==> images/flops_by_reg.png <==
The bar under the picture is 20 µm long.
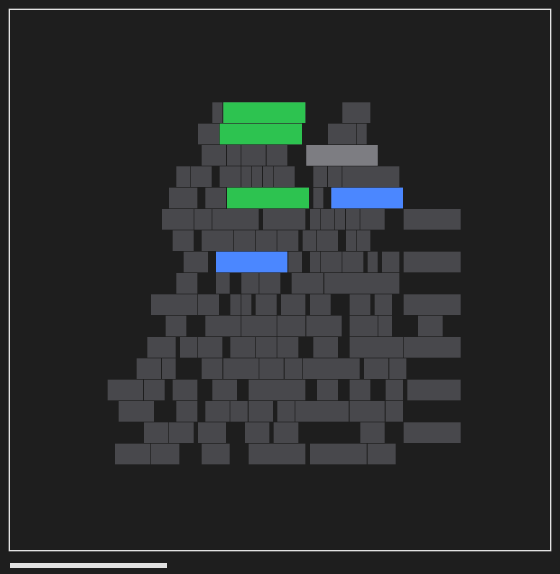
==> images/io_fan.png <==
The bar under the picture is 20 µm long.
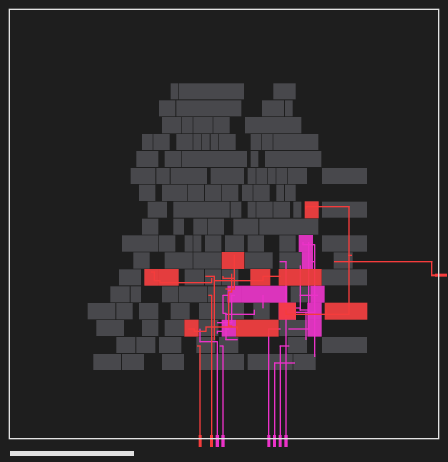
==> images/detail.png <==
The bar under the picture is 10 µm long. Window x 5 to 30, y 5 to 30 µm. Cells in gray, sequential cells in the stronger gray; small squares are vias.
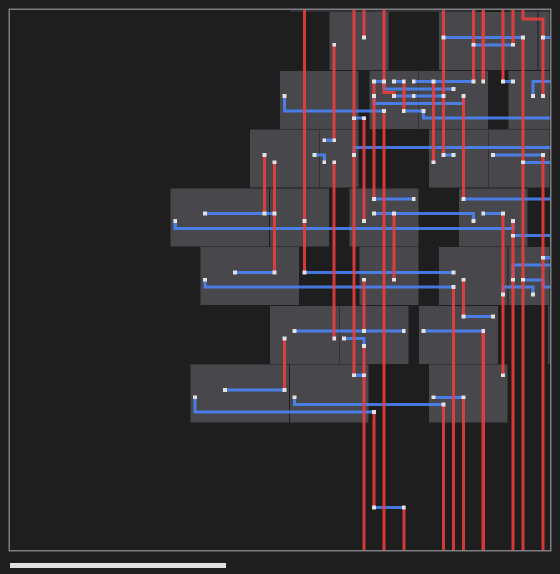
==> images/logic_types.png <==
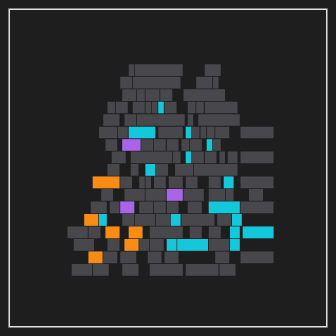
Design ahb3lite_interconnect_slave_arbiter, sky130hd; sources not shown.
==> results.sh <==
# yosys + openroad results
export IMPL_synth_area_top_cells="dfrtp_1 23%, xnor2_1 5.4%, a21oi_1 4.7%"
export IMPL_critPathTopFamily="buffers and inverters"
export IMPL_synth_distinct_cells=37
export IMPL_ys_cells=75
export IMPL_drv_cap=0
export IMPL_cp_depth=4
export IMPL_pg_clk_mw=0.127
export IMPL_drc_errors=0
export IMPL_yosys_stat_seqShare=0.2330
export IMPL_grt_usage=0.1103
export IMPL_top_area_frac=0.2330
export IMPL_place_hpwl_um=1989
export IMPL_drt_total_wl_um=2523
export IMPL_power_internal_mw=0.3363
export IMPL_reg2reg_depth=6
export IMPL_synth_area_yosys_um2=644.4
export IMPL_ant_nets=0
export IMPL_core_mm2=0.002233
export IMPL_nNetsFinal=152
export IMPL_syn2layout_area_growth_pct=105.6
export IMPL_clk_pin_slew_ns=0.05
export IMPL_syn_area_um2=644.4
export IMPL_grt_max_degree=12
export IMPL_cts_sinks=6
export IMPL_status="finished clean"
export IMPL_seqPwrFrac=0.271
export IMPL_pg_comb_mw=0.266
export IMPL_max_stage_delay_ns=0.23
export IMPL_pwr_share_clk=0.236
export IMPL_worst_slack_ns=0.04957
export IMPL_drive_gt1_frac=0.4453
export IMPL_worstSetupPathType="in2out"
export IMPL_fp_nets=98
export IMPL_whs_ns=0.5492
export IMPL_rrSetupSlack_ns=0.09
export IMPL_h_tree_depth=1
export IMPL_setup_worst_path_end_class="output pin"
export IMPL_dr_pass1_iters=4
export IMPL_most_common_layout_cells="21 x buf_4, 9 x buf_12, 7 x dlymetal6s2s_1, 7 x dlygate4sd2_1"
export IMPL_fin_crit_ns=1.900
export IMPL_critPathSlowestCell="nor3b_4"
export IMPL_cts_tree="built"
export IMPL_ys_flop_type="dfrtp_1"
export IMPL_wl_per_cell_um=16.17
export IMPL_fillerInstances=197
export IMPL_hold_viol_final=0
export IMPL_globalRouteOverflowTotal=0
export IMPL_max_slew_worst_pin_slew_ns=0.3617
export IMPL_dpl_cell_area_mm2=0.001211
export IMPL_hold_buffers=0
export IMPL_cellLeakagePower_nw=0.6427
export IMPL_met1_usage=0.1137
export IMPL_max_slew_margin=0.7588
export IMPL_ys_ff=6
export IMPL_final_max_slew_viol_count=0
export IMPL_p_sw_frac=0.3778
export IMPL_antenna_diode_count=0
export IMPL_max_freq_mhz=526.2
export IMPL_syn_area_per_cell_um2=8.592
export IMPL_synthArstFlopShare=1.000
export IMPL_vias=782
export IMPL_first_global_vias=849
export IMPL_cts_buffer_depth=2
export IMPL_min_path_type="in2async"
export IMPL_crit_chain="clkdlybuf4s15_1, nor2_2, nor3b_4, buf_12"
export IMPL_setup_viol=0
export IMPL_power_switching_mw=0.2041
export IMPL_crit_path_max_fanout=3
export IMPL_p_per_area_mw_per_mm2=407.8
export IMPL_warnings=28
export IMPL_groute_layer_met3_usage=0.01771
export IMPL_ctsRootBufferMaster="clkbuf_4"
export IMPL_routed_via_density=5.013
export IMPL_cp_required_ns=1.36
export IMPL_power_mw=0.5404
export IMPL_die_y_um=68.85
export IMPL_die_width_um=68.85
export IMPL_use_met2=0.2237
export IMPL_comb_area_um2=528.0
export IMPL_yosysWarningCount=6
Back to the opening pictures, flops_by_reg.png:
Key: blue = state [flops 2]; green = master_sel [flops 3]
Another 1 sequential cells are not colored.
register area: 161.4 µm²
Final Util: 0.5933
total sequential power: 0.147 mW

Back to the opening pictures, io_fan.png:
Key: magenta = HTRANS [direction input, end cells 9, wire 202 µm]; red = HSEL [direction input, end cells 10, wire 156 µm]
IO buf count: 31
Ports: 32

Back to the opening pictures, detail.png:
Key: red = metal 2; blue = metal 1
Sequential cells in the window: 0. Most frequent: dlymetal6s2s_1 (5), clkdlybuf4s50_1 (4), buf_4 (4). 24 logic cells have their middle in the window.

Back to the opening pictures, logic_types.png:
Key: orange = xor and xnor cells [cells 6]; purple = and/or cells [cells 3]; cyan = nor cells [cells 16]
Commonest Layout Cell: buf_4
Layout Cells excl Fill: 156
combinational share of cell area: 0.3985

-- logic make-up after synthesis --
group	Yosys count	share of synthesized area
and+or+nand+nor	35	0.3379
AOI/OAI and AO/OA	23	0.2952
DFF	6	0.2330
buffers and inverters	5	0.05242
xor gates and xnor gates	6	0.08155
-- cell type report --
class / instances / area share
clock buffers: 4 / 0.01983
flip-flops and latches: 6 / 0.1218
inverters: 2 / 0.005666
well taps: 28 / 0.02644
repair buffers: 52 / 0.4278
multi-input cells: 64 / 0.3985
-- what timing repair did --
action / CTS / global route
pin swaps: 9 / 11
setup buffers: 5 / 1
resized: 15 / 12
setup endpoints to repair: 6 / 7
cloned: 0 / 0
-- per-layer routing --
metal  vias to the layer above  part of all wire
met5                         -                 0
met2                         9              0.58
met1                       386              0.39
met4                         0            0.0079
met3                         2             0.023
li1                        385                 -
No activity file was given, so power comes from the tool's default toggle rates.
